[config.mk]
export PLATFORM = sky130hd
export DESIGN_NAME = adc_sample_reader
export DESIGN_NICKNAME = d
export VERILOG_FILES = /design/src/rtl/adc_sample_reader_pkg.sv /design/src/rtl/adc_sample_reader_sync_2ff.sv /design/src/rtl/adc_sample_reader.sv
export SDC_FILE = /design/constraint.sdc
export NUM_CORES = 1
export LEC_CHECK = 0
export ABC_AREA = 1
export CORE_MARGIN = 2
export CORE_UTILIZATION = 50
export DETAILED_ROUTE_END_ITERATION = 8
export PLACE_DENSITY = 0.75
export SYNTH_ARGS = -nofsm -noshare
export SYNTH_HDL_FRONTEND = slang
export SYNTH_SLANG_ARGS = --single-unit
[constraint.sdc]
create_clock -name clk -period 2.15 [get_ports clk]
set_input_delay 0.3225 -clock clk [delete_from_list [all_inputs] [get_ports clk]]
set_output_delay 0.3225 -clock clk [all_outputs]
set_load 0.03 [all_outputs]
[src/rtl/adc_sample_reader_pkg.sv]
`default_nettype none
// ============================================================================
// adc_pkg : shared types and constants for the ADC0820 sample reader
// Rev 1.0 - initial release
// ============================================================================
package adc_pkg;

  localparam int ADC_DATA_W         = 8;
  localparam int DEF_SETTLE_CYCLES  = 1;
  localparam int DEF_TIMEOUT_CYCLES = 64;
  localparam int AVG_DEPTH          = 4;

  typedef enum logic [1:0] {
    IDLE    = 2'd0,
    CONVERT = 2'd1,
    SETTLE  = 2'd2
  } adc_state_t;

  // The shared counter must reach both the timeout and the settle terminal count.
  function automatic int cnt_width(input int timeout_cycles, input int settle_cycles);
    int m;
    m = (timeout_cycles > settle_cycles) ? timeout_cycles : settle_cycles;
    return (m > 2) ? $clog2(m) : 1;
  endfunction

endpackage
`default_nettype wire

[src/rtl/adc_sample_reader_sync_2ff.sv]
`default_nettype none
// ============================================================================
// sync_2ff : 1-bit two-flop synchronizer, resets to 1 for idle-high lines
// Rev 1.0 - initial release
// ============================================================================
module sync_2ff (
  input  logic clk,
  input  logic reset_n,
  input  logic i_d,
  output logic o_q
);

  logic r_meta;
  logic r_sync;

  always_ff @(posedge clk or negedge reset_n) begin
    if (!reset_n) begin
      r_meta <= 1'b1;
      r_sync <= 1'b1;
    end else begin
      r_meta <= i_d;
      r_sync <= r_meta;
    end
  end

  assign o_q = r_sync;

endmodule
`default_nettype wire

[src/rtl/adc_sample_reader.sv]
`default_nettype none
// ============================================================================
// adc_sample_reader : WR-RD mode ADC0820 result capture with error flags.
// Optional 4-sample averager enabled by macro ADC_AVG_EN.
// Rev 1.0 - initial release
// ============================================================================
module adc_sample_reader
  import adc_pkg::*;
#(
  parameter int DATA_W         = ADC_DATA_W,
  parameter int SETTLE_CYCLES  = DEF_SETTLE_CYCLES,
  parameter int TIMEOUT_CYCLES = DEF_TIMEOUT_CYCLES
) (
  input  logic              clk,
  input  logic              reset_n,
  input  logic              wr_n,
  input  logic              int_n,
  input  logic [DATA_W-1:0] db,
  output logic [DATA_W-1:0] sample,
  output logic              sample_valid,
  output logic              timeout_err,
  output logic              overrun_err
`ifdef ADC_AVG_EN
  ,
  output logic [DATA_W-1:0] avg,
  output logic              avg_valid
`endif
);

  localparam int              c_cnt_w   = cnt_width(TIMEOUT_CYCLES, SETTLE_CYCLES);
  localparam logic [c_cnt_w-1:0] c_to_last = c_cnt_w'(TIMEOUT_CYCLES - 1);
  localparam logic [c_cnt_w-1:0] c_st_last = c_cnt_w'(SETTLE_CYCLES - 1);

  logic               w_wr_s;
  logic               w_int_s;
  logic               r_wr_prev;
  logic               r_wr_rise;
  adc_state_t         r_state;
  adc_state_t         w_state_nxt;
  logic [c_cnt_w-1:0] r_cnt;
  logic [c_cnt_w-1:0] w_cnt_nxt;
  logic               w_capture;
  logic               w_timeout;
  logic               w_overrun;
  logic               r_valid_pend;

  sync_2ff u_sync_wr (
    .clk     (clk),
    .reset_n (reset_n),
    .i_d     (wr_n),
    .o_q     (w_wr_s)
  );

  sync_2ff u_sync_int (
    .clk     (clk),
    .reset_n (reset_n),
    .i_d     (int_n),
    .o_q     (w_int_s)
  );

  // Edge detect is registered so the FSM acts on a clean one-cycle strobe.
  always_ff @(posedge clk or negedge reset_n) begin
    if (!reset_n) begin
      r_wr_prev <= 1'b1;
      r_wr_rise <= 1'b0;
    end else begin
      r_wr_prev <= w_wr_s;
      r_wr_rise <= w_wr_s & ~r_wr_prev;
    end
  end

  always_comb begin
    w_state_nxt = r_state;
    w_cnt_nxt   = r_cnt;
    w_capture   = 1'b0;
    w_timeout   = 1'b0;
    w_overrun   = 1'b0;
    case (r_state)
      IDLE: begin
        if (r_wr_rise) begin
          w_state_nxt = CONVERT;
          w_cnt_nxt   = '0;
        end
      end
      CONVERT: begin
        if (r_wr_rise) begin
          w_overrun   = 1'b1;
          w_cnt_nxt   = '0;
        end else if (!w_int_s) begin
          w_state_nxt = SETTLE;
          w_cnt_nxt   = '0;
        end else if (r_cnt == c_to_last) begin
          w_timeout   = 1'b1;
          w_state_nxt = IDLE;
          w_cnt_nxt   = '0;
        end else begin
          w_cnt_nxt   = r_cnt + c_cnt_w'(1);
        end
      end
      SETTLE: begin
        if (r_wr_rise) begin
          w_overrun   = 1'b1;
          w_state_nxt = CONVERT;
          w_cnt_nxt   = '0;
        end else if (r_cnt == c_st_last) begin
          w_capture   = 1'b1;
          w_state_nxt = IDLE;
          w_cnt_nxt   = '0;
        end else begin
          w_cnt_nxt   = r_cnt + c_cnt_w'(1);
        end
      end
      default: begin
        w_state_nxt = IDLE;
        w_cnt_nxt   = '0;
      end
    endcase
  end

  // The valid strobe trails the data register by one cycle.
  always_ff @(posedge clk or negedge reset_n) begin
    if (!reset_n) begin
      r_state      <= IDLE;
      r_cnt        <= '0;
      sample       <= '0;
      r_valid_pend <= 1'b0;
      sample_valid <= 1'b0;
      timeout_err  <= 1'b0;
      overrun_err  <= 1'b0;
    end else begin
      r_state      <= w_state_nxt;
      r_cnt        <= w_cnt_nxt;
      r_valid_pend <= w_capture;
      sample_valid <= r_valid_pend;
      timeout_err  <= w_timeout;
      overrun_err  <= w_overrun;
      if (w_capture) begin
        sample <= db;
      end
    end
  end

`ifdef ADC_AVG_EN
  localparam int c_avg_cw = $clog2(AVG_DEPTH);

  logic [DATA_W+1:0]   r_acc;
  logic [c_avg_cw-1:0] r_avg_cnt;
  logic [DATA_W+1:0]   w_acc_sum;

  assign w_acc_sum = r_acc + {2'b00, sample};

  // Accumulates while the fresh sample sits in the register, so avg_valid
  // lines up with the sample_valid of the final sample.
  always_ff @(posedge clk or negedge reset_n) begin
    if (!reset_n) begin
      r_acc     <= '0;
      r_avg_cnt <= '0;
      avg       <= '0;
      avg_valid <= 1'b0;
    end else begin
      avg_valid <= 1'b0;
      if (w_timeout || w_overrun) begin
        r_acc     <= '0;
        r_avg_cnt <= '0;
      end else if (r_valid_pend) begin
        if (r_avg_cnt == c_avg_cw'(AVG_DEPTH - 1)) begin
          avg       <= w_acc_sum[DATA_W+1:2];
          avg_valid <= 1'b1;
          r_acc     <= '0;
          r_avg_cnt <= '0;
        end else begin
          r_acc     <= w_acc_sum;
          r_avg_cnt <= r_avg_cnt + c_avg_cw'(1);
        end
      end
    end
  end
`endif

endmodule
`default_nettype wire
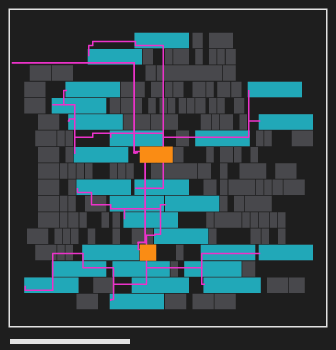
*Routed clock nets over the placement, run 1*
Bar = 20 µm.
[clock wires] magenta | length: 254 µm
[flip-flops] cyan | count: 26
[clock drivers] orange | count: 3
routed clock nets: 4

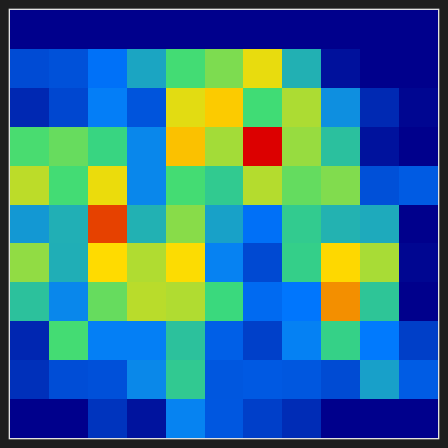
*Routed metal per tile, run 1*
The die is cut into 11 by 11 equal tiles; dark blue is low, red is high, scaled to the fullest tile. Values are wire area over tile area, all layers added.
nearly empty tiles: 19%
mean over tiles: 0.12
fullest tile: 0.37
tiles over half the peak: 27%

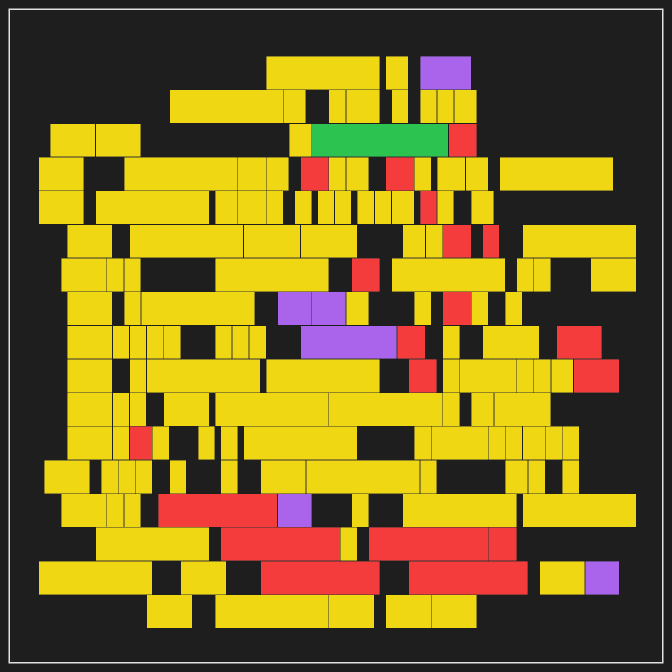
*Cells by drive strength, run 1*
[_3 and _4 cells] purple | cells: 6
[_0 and _1 cells] yellow | cells: 127
[_6 and larger] green | cells: 1
[_2 cells] red | cells: 19

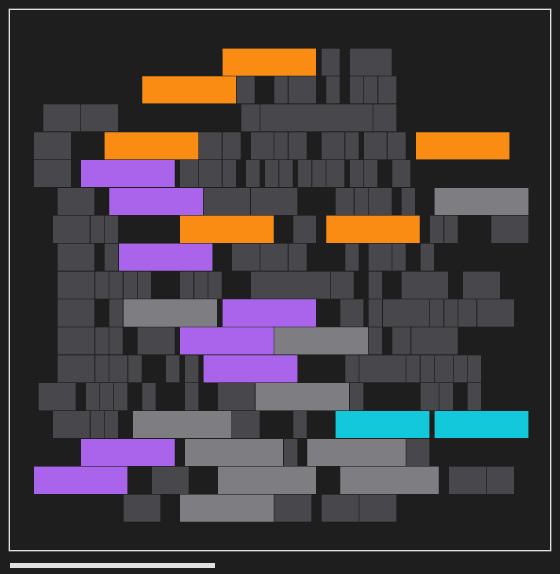
*Sequential cells colored by netlist name, run 1*
Bar = 20 µm. Other sequential cells in the stronger gray, the rest of the logic in the fainter gray.
[r_state] cyan | flops: 2
[sample] purple | flops: 8
[r_cnt] orange | flops: 6
Seq area share: 0.440
Seq. cell area: 657 µm²
power consumed by sequential cells: 0.680 mW

==> flow_metrics.py, run 1 <==
# Auto-generated metrics
metrics = {
    "placement": {
        "pre_cts_slack_ps": 708,
        "tally_of_buffers_added_on_design_ports": 22,
        "gp_congestion": 0.860,
    },
    "layout": {
        "comb_area_share": 0.308,
        "buffers": 23,
        "logic_area_um2": 459,
        "comb_cells": 84,
        "buffer_area_frac": 0.153,
        "nClkBuffers": 3,
        "biggest_registers_after_layout": "sample: 8 flops, r_cnt: 6 flops, r_state: 2 flops",
        "layout.area.top_class": "registers",
        "final_instance_area_um2": 1490,
        "area.growth.synth_to_final_pct": 26.0,
        "nonClockInverterCount": 16,
    },
    "setup_path": {
        "crit_buf_inv": 1,
        "cp_cell_sequence": "clkdlybuf4s50_1",
        "path_class": "register to output port",
        "worstPathRequired_ps": 1830,
    },
    "pwr": {
        "power_leakage_nw": 0.726,
        "power.density_nw_per_um2": 1180,
        "fin_total_pwr_mw": 1.76,
    },
    "yosys": {
        "asyncSetResetFlopFracSynth": 1.00,
        "synth_top_cell_by_count": "sky130_fd_sc_hd__nand2_1",
        "yosys-dominant-comb-family": "simple AND/OR/NAND/NOR gates",
        "synth-edff-count": 0,
        "netlist_top_cells_count": "39 x sky130_fd_sc_hd__nand2_1, 21 x sky130_fd_sc_hd__dfrtp_1, 12 x sky130_fd_sc_hd__inv_1",
        "xor_xnor_share_of_the_synthesized_area": 0,
    },
    "status": {
        "outcome": "finished clean",
    },
    "final_timing": {
        "timing.final.ws_setup_ps": 436,
        "maxClockFrequency_mhz": 583,
        "final.setup_skew_ps": 1.63,
        "finalHoldWorstSlack_ps": 349,
        "slew_violations": 0,
        "timing.final.crit_share": 0.797,
    },
    "global_routing": {
        "maximum_number_of_pins_on_one_net_before_global_route_repair": 27,
        "grt_first_pass_wirelength_mm": 3.53,
        "grt_antenna_before_repair": 0,
    },
    "clocking": {
        "clk_latency_ps": 310,
        "post-cts-setup-buffers": 0,
        "post_cts.resized_instances": 0,
    },
    "floorplanning": {
        "num_tap_cells": 28,
        "fp_util": 0.531,
    },
}
run 1: routing by layer:
layer	up-vias	share of wire	global-route usage
met2	23	0.47	0.285
li1	450	-	-
met4	0	0.014	0.0641
met3	4	0.048	0.0343
met1	416	0.47	0.231
met5	-	0	0
run 1: final timing paths:
kind	startpoint	endpoint	slack [ps]	depth (start not counted)
hold reg to reg	u_sync_wr.r_meta	u_sync_wr.o_q	370	0
setup / recovery	sample[4]	sample[4]	440	1
max in group asynchronous	reset_n	r_wr_prev	1510	2
hold / removal	reset_n	r_state[1]	350	2
setup reg to reg	r_state[0]	r_cnt[5]	700	8
min in group clk	u_sync_wr.r_meta	u_sync_wr.o_q	370	0
run 1: report_power, final:
group / internal, mW / switching [mW]
clock network: 0.188 / 0.137
logic: 0.296 / 0.460
registers: 0.605 / 0.0743
total: 1.09 / 0.672
==> run 2: changes to the inputs <==
==> constraint.sdc (replaced) <==
create_clock -name clk -period 1.7 [get_ports clk]
set_input_delay 0.255 -clock clk [delete_from_list [all_inputs] [get_ports clk]]
set_output_delay 0.255 -clock clk [all_outputs]
set_load 0.03 [all_outputs]
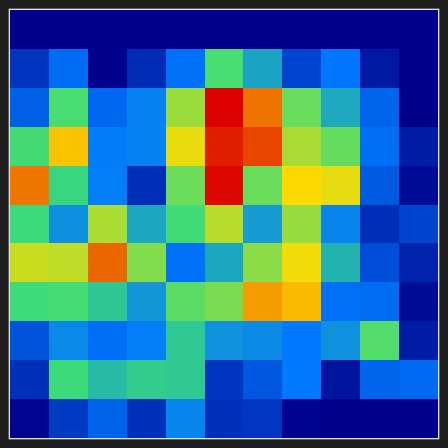
*Routed metal per tile, run 2*
The die is cut into 11 by 11 equal tiles; dark blue is low, red is high, scaled to the fullest tile. Values are wire area over tile area, all layers added.
nearly empty tiles: 16%
mean over tiles: 0.12
fullest tile: 0.36
global-route total usage across every layer: 0.181
vias after detailed routing: 890
routed wire length: 2.10 mm
DR WL/cell: 11.6 µm

==> flow_metrics.py, run 2 <==
# Auto-generated metrics
metrics = {
    "status": {
        "outcome": "finished clean",
    },
    "clocking": {
        "post_cts.resized_instances": 0,
        "clk_latency_ps": 320,
    },
    "pwr": {
        "p_int_mw": 1.38,
        "power.share.clock": 0.188,
        "power.density_nw_per_um2": 1490,
        "dominant_power_group": "combinational logic",
        "portion_of_total_power_attributed_to_combinational_logic": 0.429,
        "seq_power_mw": 0.851,
        "fin_total_pwr_mw": 2.22,
    },
    "layout": {
        "biggest_registers_after_layout": "sample: 8 flops, r_cnt: 6 flops, r_state: 2 flops",
        "final_instance_area_um2": 1490,
    },
    "setup_path": {
        "reg2regPathDepth": 8,
        "worstPathRequired_ps": 1440,
        "timing.critical_path.from": "sample[7]",
        "critical_path_cell_count": 1,
        "cp_cell_sequence": "clkdlybuf4s50_1",
        "crit_buf_inv": 1,
    },
    "drt": {
        "route.met2.wl_mm": 1.06,
        "wl_met3_um": 99,
    },
    "global_routing": {
        "globalRouteMet3Util": 0.0314,
        "use_met1": 0.217,
        "grt_first_pass_wirelength_mm": 3.64,
    },
    "yosys": {
        "netlist_top_cells_count": "39 x sky130_fd_sc_hd__nand2_1, 21 x sky130_fd_sc_hd__dfrtp_1, 12 x sky130_fd_sc_hd__inv_1",
        "synth_top_cell_by_count": "sky130_fd_sc_hd__nand2_1",
        "synth-edff-count": 0,
        "xor_xnor_share_of_the_synthesized_area": 0,
        "asyncSetResetFlopFracSynth": 1.00,
    },
    "placement": {
        "tally_of_buffers_added_on_design_ports": 22,
    },
    "final_timing": {
        "final.setup_skew_ps": 2.30,
        "slew_violations": 0,
        "timing.final.ws_setup_ps": 73.6,
    },
}
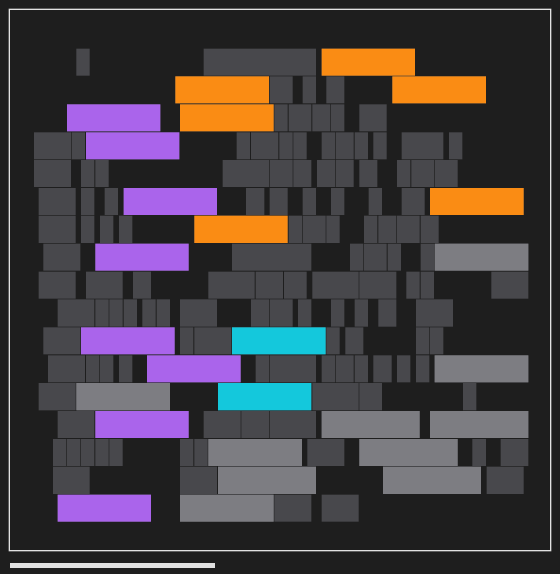
*Sequential cells colored by netlist name, run 2*
Bar = 20 µm. Other sequential cells in the stronger gray, the rest of the logic in the fainter gray.
[r_cnt] orange | flops: 6
[sample] purple | flops: 8
[r_state] cyan | flops: 2
not colored: 10

-- run 2: cell counts after synthesis --
Identical to the previous run, type by type.
-- run 2: path summary, 6_finish.rpt --
kind	slack, ps	end
max	70	sample[7]
min	280	timeout_err
max reg2reg	270	sample[0]
min reg2reg	370	u_sync_int.o_q
max in group asynchronous	1130	u_sync_wr.r_meta
min in group clk	320	u_sync_int.r_meta
-- run 2: layout make-up --
type,count,area [µm²]
fillers,191,741
flip-flops and latches,26,657
multi-input cells,84,459
repair buffers,23,228
inverters,16,61.3
well taps,28,35.0
clock inverters,1,30.0
clock buffers,3,22.5
==> run 3: changes to the inputs <==
--- a/config.mk
+++ b/config.mk
@@ -9,6 +9,7 @@
 export CORE_MARGIN = 2
 export CORE_UTILIZATION = 50
 export DETAILED_ROUTE_END_ITERATION = 8
+export GPL_ROUTABILITY_DRIVEN = 0
 export PLACE_DENSITY = 0.75
 export SYNTH_ARGS = -nofsm -noshare
 export SYNTH_HDL_FRONTEND = slang
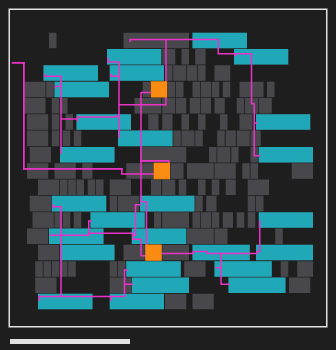
*Routed clock nets over the placement, run 3*
Bar = 20 µm.
[clock wires] magenta | length: 285 µm
[clock drivers] orange | count: 3
[flip-flops] cyan | count: 26
routed clock nets: 4
flops lie: all over the die

==> flow_metrics.py, run 3 <==
# Auto-generated metrics
metrics = {
    "clocking": {
        "clk_latency_ps": 320,
        "post-cts-setup-buffers": 0,
    },
    "drt": {
        "wl_mm": 2.10,
        "maxUsedRoutingLayer": "met4",
        "metal_1_wl_um": 925,
        "route.met2.wl_mm": 1.06,
        "wl_met3_um": 99,
    },
    "layout": {
        "comb_cells": 84,
        "register_area_um2": 657,
        "area.growth.synth_to_final_pct": 26.0,
        "final_instance_area_um2": 1490,
        "comb_area_share": 0.308,
        "logic_area_um2": 459,
        "nClkBuffers": 3,
        "clock_tree_area_fraction": 0.0352,
        "buffers": 23,
        "seq_area_frac": 0.440,
        "biggest_registers_after_layout": "sample: 8 flops, r_cnt: 6 flops, r_state: 2 flops",
    },
    "yosys": {
        "synth_top_cell_by_count": "sky130_fd_sc_hd__nand2_1",
        "netlist_top_cells_count": "39 x sky130_fd_sc_hd__nand2_1, 21 x sky130_fd_sc_hd__dfrtp_1, 12 x sky130_fd_sc_hd__inv_1",
    },
    "global_routing": {
        "maximum_number_of_pins_on_one_net_before_global_route_repair": 27,
        "use_met1": 0.217,
        "grt_use_total": 0.181,
        "grt_antenna_before_repair": 0,
        "gr-usage-met2": 0.306,
        "global_route.peak_usage_layer": "met2",
        "grt_first_pass_wirelength_mm": 3.64,
    },
    "final_timing": {
        "finalHoldWorstSlack_ps": 281,
        "final.setup_skew_ps": 2.30,
        "timing.final.crit_share": 0.957,
        "timing.final.ws_setup_ps": 73.6,
    },
    "pwr": {
        "portion_of_total_power_attributed_to_combinational_logic": 0.429,
        "seq_power_mw": 0.851,
        "fin_total_pwr_mw": 2.22,
        "power_leakage_nw": 0.726,
        "sequentialPowerShare": 0.383,
        "switching_power_share_of_the_total": 0.379,
        "power_combinational_mw": 0.953,
        "power.share.clock": 0.188,
    },
    "status": {
        "outcome": "finished clean",
    },
    "placement": {
        "pre_cts_slack_ps": 278,
        "tally_of_buffers_added_on_design_ports": 22,
    },
    "setup_path": {
        "r2r-start": "r_state[0]",
        "cp_cell_sequence": "clkdlybuf4s50_1",
        "worstPathRequired_ps": 1440,
        "path_class": "register to output port",
    },
}
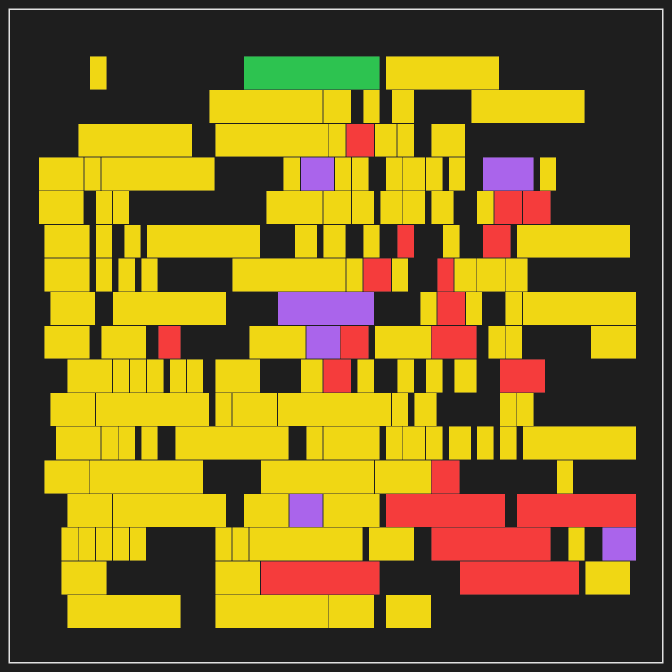
*Cells by drive strength, run 3*
[_3 and _4 cells] purple | cells: 6
[_0 and _1 cells] yellow | cells: 127
[_2 cells] red | cells: 19
[_6 and larger] green | cells: 1

-- run 3: cell families after synthesis --
| kind of cell | count (synthesis) | share of synthesized area |
|---|---|---|
| simple gates | 65 | 0.264 |
| fa+ha+maj | 6 | 0.0634 |
| compound gates | 13 | 0.0602 |
| flops | 26 | 0.554 |
| buf+inv | 17 | 0.0581 |
-- run 3: worst min-delay path by stage --
stage | startpoint | endpoint | slack [ps] | cells past startpoint
2_1_floorplan | reset_n | overrun_err | -40 | 0
3_3_place_gp | r_valid_pend | sample_valid | 330 | 0
3_5_place_dp | u_sync_int.r_meta | u_sync_int.o_q | 350 | 0
4_1_cts | reset_n | timeout_err | 280 | 2
5_1_grt | int_n | u_sync_int.r_meta | 300 | 1
6_report | reset_n | timeout_err | 280 | 2
Power and IR drop assume default switching activity.
